Fig. 1: clock routing
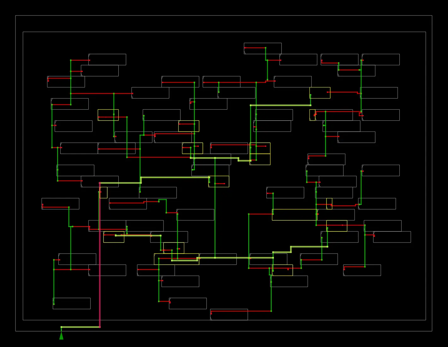
Fig. 2: PDN straps and rails
Scale bar: 20 µm. Pins as bars on the die edge.
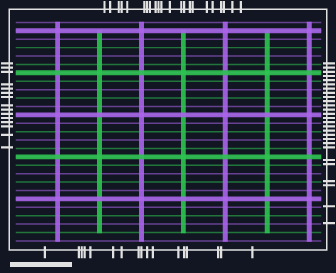
Fig. 3: wiring by layer
Scale bar: 20 µm.
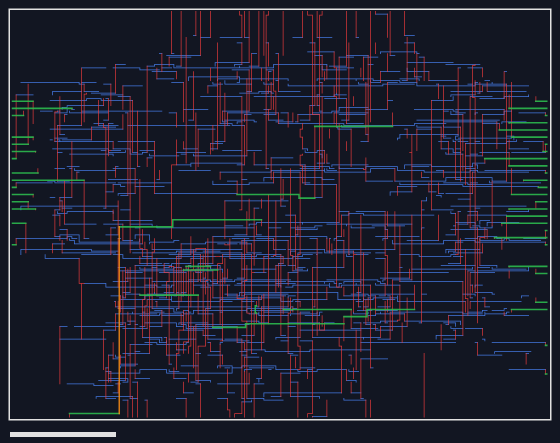
File: config.mk
export PLATFORM = sky130hd
export DESIGN_NAME = screen_fill_writer
export DESIGN_NICKNAME = d
export VERILOG_FILES = /design/src/rtl/screen_fill_writer.sv
export SDC_FILE = /design/constraint.sdc
export NUM_CORES = 1
export LEC_CHECK = 0
export CORE_ASPECT_RATIO = 0.75
export CORE_MARGIN = 1.5
export CORE_UTILIZATION = 39
export DETAILED_ROUTE_END_ITERATION = 6
export PLACE_DENSITY = 0.67
export SLEW_MARGIN = 5
export SYNTH_ARGS = -nofsm -noshare
export SYNTH_HDL_FRONTEND = slang
export SYNTH_SLANG_ARGS = --single-unit
File: constraint.sdc
create_clock -name clk -period 2.8 [get_ports clk]
set_input_delay 0.84 -clock clk [delete_from_list [all_inputs] [get_ports clk]]
set_output_delay 0.84 -clock clk [all_outputs]
set_load 0.1 [all_outputs]
File: src/rtl/screen_fill_writer.sv
// Write-port arbiter for the screen frame buffer: merges CPU screen writes with a
// full-screen fill engine. CPU writes always win, and the fill stalls for a cycle on each one.
module screen_fill_writer #(
    parameter int ADDR_W = 13,
    parameter int DATA_W = 16,
    parameter int WORDS  = 8192
) (
    input  logic              clk,
    input  logic              reset,
    input  logic [ADDR_W-1:0] cpu_address,
    input  logic [DATA_W-1:0] cpu_data,
    input  logic              cpu_load,
    input  logic              fill_start,
    input  logic [DATA_W-1:0] fill_value,
    output logic              busy,
    output logic              done,
    output logic [ADDR_W-1:0] write_address,
    output logic [DATA_W-1:0] data_out,
    output logic              load
);

    localparam logic [1:0] IDLE   = 2'd0;
    localparam logic [1:0] FILL   = 2'd1;
    localparam logic [1:0] FINISH = 2'd2;

    // The comparison is against the last address rather than a wrapped count,
    // so WORDS == 2**ADDR_W completes without the counter ever overflowing.
    localparam logic [ADDR_W-1:0] LAST_ADDR = ADDR_W'(WORDS - 1);

    logic [1:0]        state;
    logic [ADDR_W-1:0] counter;
    logic [DATA_W-1:0] fill_word;

    always_ff @(posedge clk or posedge reset) begin
        if (reset) begin
            state         <= IDLE;
            counter       <= '0;
            fill_word     <= '0;
            busy          <= 1'b0;
            done          <= 1'b0;
            write_address <= '0;
            data_out      <= '0;
            load          <= 1'b0;
        end else begin
            done <= 1'b0;
            load <= 1'b0;
            if (cpu_load) begin
                load          <= 1'b1;
                write_address <= cpu_address;
                data_out      <= cpu_data;
            end
            case (state)
                IDLE: begin
                    if (fill_start) begin
                        fill_word <= fill_value;
                        counter   <= '0;
                        busy      <= 1'b1;
                        state     <= FILL;
                    end
                end
                FILL: begin
                    if (!cpu_load) begin
                        load          <= 1'b1;
                        write_address <= counter;
                        data_out      <= fill_word;
                        if (counter == LAST_ADDR) begin
                            state <= FINISH;
                        end else begin
                            counter <= counter + ADDR_W'(1);
                        end
                    end
                end
                // One extra cycle after the last fill word so done lines up with busy falling.
                FINISH: begin
                    busy  <= 1'b0;
                    done  <= 1'b1;
                    state <= IDLE;
                end
                default: state <= IDLE;
            endcase
        end
    end

endmodule

==> results_dict.tcl <==
# collected from the flow reports
set metrics [dict create \
    status "completed" \
    final_cell_mix "dfrtp_1 (63), clkdlybuf4s50_1 (47), buf_4 (37)" \
    skew_ns 0.00156 \
    htreeDepth 3 \
    finalPower_w 0.00326 \
    drv_cap 0 \
    finalClockPeriodUsage_pct 71.9 \
    gr-total-overflow 0 \
    final-comb-area_um2 1170 \
    setup_viol 0 \
    netlist_instances 263 \
    startpoint_type "flip-flop" \
    worst_slew_pin_slew_ns 0.679 \
    maxSlewHeadroom_pct 54.8 \
    fin_cells 440 \
    endpoint "counter[12]" \
    dieArea_um2 7920 \
    portBuffers 80 \
    logic_family "multiplexers" \
    dp_hpwl_um 4320 \
    diodes 0 \
    initCoreUtil_pct 41.2 \
    min_to "fill_word[7]" \
    fin_ws_ns 0.786 \
    num_io_pins 81 \
    rsz0062_at_grt "no" \
    crit_required_ns 3.06 \
    utilization_pct 55.6 \
    antenna_left 0 \
    drt_first_pass_iters 4 \
    layout_min_cycle_time_ns 2.01 \
    flop_cell "dfrtp_1" \
    crit_type "flip-flop to flip-flop" \
    timing.rr.start "counter[0]" \
    powerDensity_nw_per_um2 837 \
    synth_area_per_cell_um2 11.0 \
    arrival_ns 2.28 \
    yosys_warnings 0 \
    final_area_um2 3890 \
    hp-start "fill_word[7]" \
    startpoint "counter[0]" \
    register_area_um2 1580 \
    viasPerCell 5.00 \
    critPathMaxFanout 15 \
    drc 0 \
    rows 26 \
    placed_area_um2 3670 \
    hp-class "flip-flop to flip-flop" \
    reg2regPathDepth 5 \
    warning_count 26 \
    dpl_worst_slack_ns 0.486 \
    nNetsFinal 387 \
    antenna_found_initial 0 \
    root_buffer "clkbuf_8" \
]
Notes on Fig. 1 above:
CTS buffer count: 9
clock network power: 0.000886 W
Clock buffer cells: 13
clock sink count: 63
Flops: 63

Notes on Fig. 2 above:
- purple: VSS
- green: VDD
- met4 straps: 7
- rows: 26
die height: 77.5 µm
total core area: 6990 µm²

Notes on Fig. 3 above:
- blue: met1 (wire length 3280 µm)
- orange: met4 (wire length 35.4 µm)
- red: met2 (wire length 2740 µm)
- green: met3 (wire length 327 µm)
GRT Total Usage: 17.5%
Wirelength per Cell: 14.5 µm
via count: 2199
final wirelength: 6380 µm

## logic make-up after synthesis
group | after synthesis
AOI/OAI and AO/OA | 65
adders and majority gates | 1
buffers and inverters | 28
DFF | 63
muxes | 44
and+or+nand+nor | 62
## cell usage after synthesis, drive strengths merged (4+ instances only)
| library cell | n | share of area (%) |
|---|---|---|
| nand3 | 5 | 0.87 |
| mux2i | 28 | 9.7 |
| and4 | 4 | 1.4 |
| o21ai | 34 | 5.9 |
| clkbuf | 13 | 1.7 |
| dfrtp | 63 | 55 |
| nand2 | 36 | 4.7 |
| mux2 | 16 | 6.2 |
| o31ai | 18 | 4.7 |
| inv | 5 | 0.65 |
| buf | 10 | 2.4 |
| a21oi | 4 | 0.69 |
## registers in the layout (all words and copies together), names as in the netlist
name,count
data_out,16
fill_word,16
counter,13
write_address,13
state,2
busy,1
done,1
load,1
## worst max-delay path, cell delays in order (launching register included)
cell	delay, ns
dfrtp_1	0.44
ha_1	0.26
and3_1	0.31
and4_4	0.31
or4_1	0.47
a21oi_1	0.15
## routing by layer
layer | GRT usage, % | vias up | share of wire (%)
met2 | 23.4 | 64 | 43
met3 | 6.40 | 2 | 5.1
met4 | 5.48 | 0 | 0.55
met5 | 0 | - | 0
li1 | - | 1091 | -
met1 | 26.0 | 1042 | 51
## area by class of cell
class                           instances  area share, %
Multi-Input combinational cell        172           30.2
Inverter                                5          0.482
Clock inverter                          3           1.67
Sequential cell                        63           40.5
Clock buffer                           13           4.08
Timing Repair Buffer                   86           19.9
Tap cell                               98           3.15
## power breakdown
part | internal [W] | switching, W | leakage [nW] | total [W]
Combinational | 0.000366 | 0.000792 | 0.824 | 0.00116
Sequential | 0.00109 | 0.000122 | 0.780 | 0.00121
Clock | 0.000549 | 0.000336 | 0.114 | 0.000886
Total | 0.00201 | 0.00125 | 1.72 | 0.00326
No activity file was given, so power comes from the tool's default toggle rates.
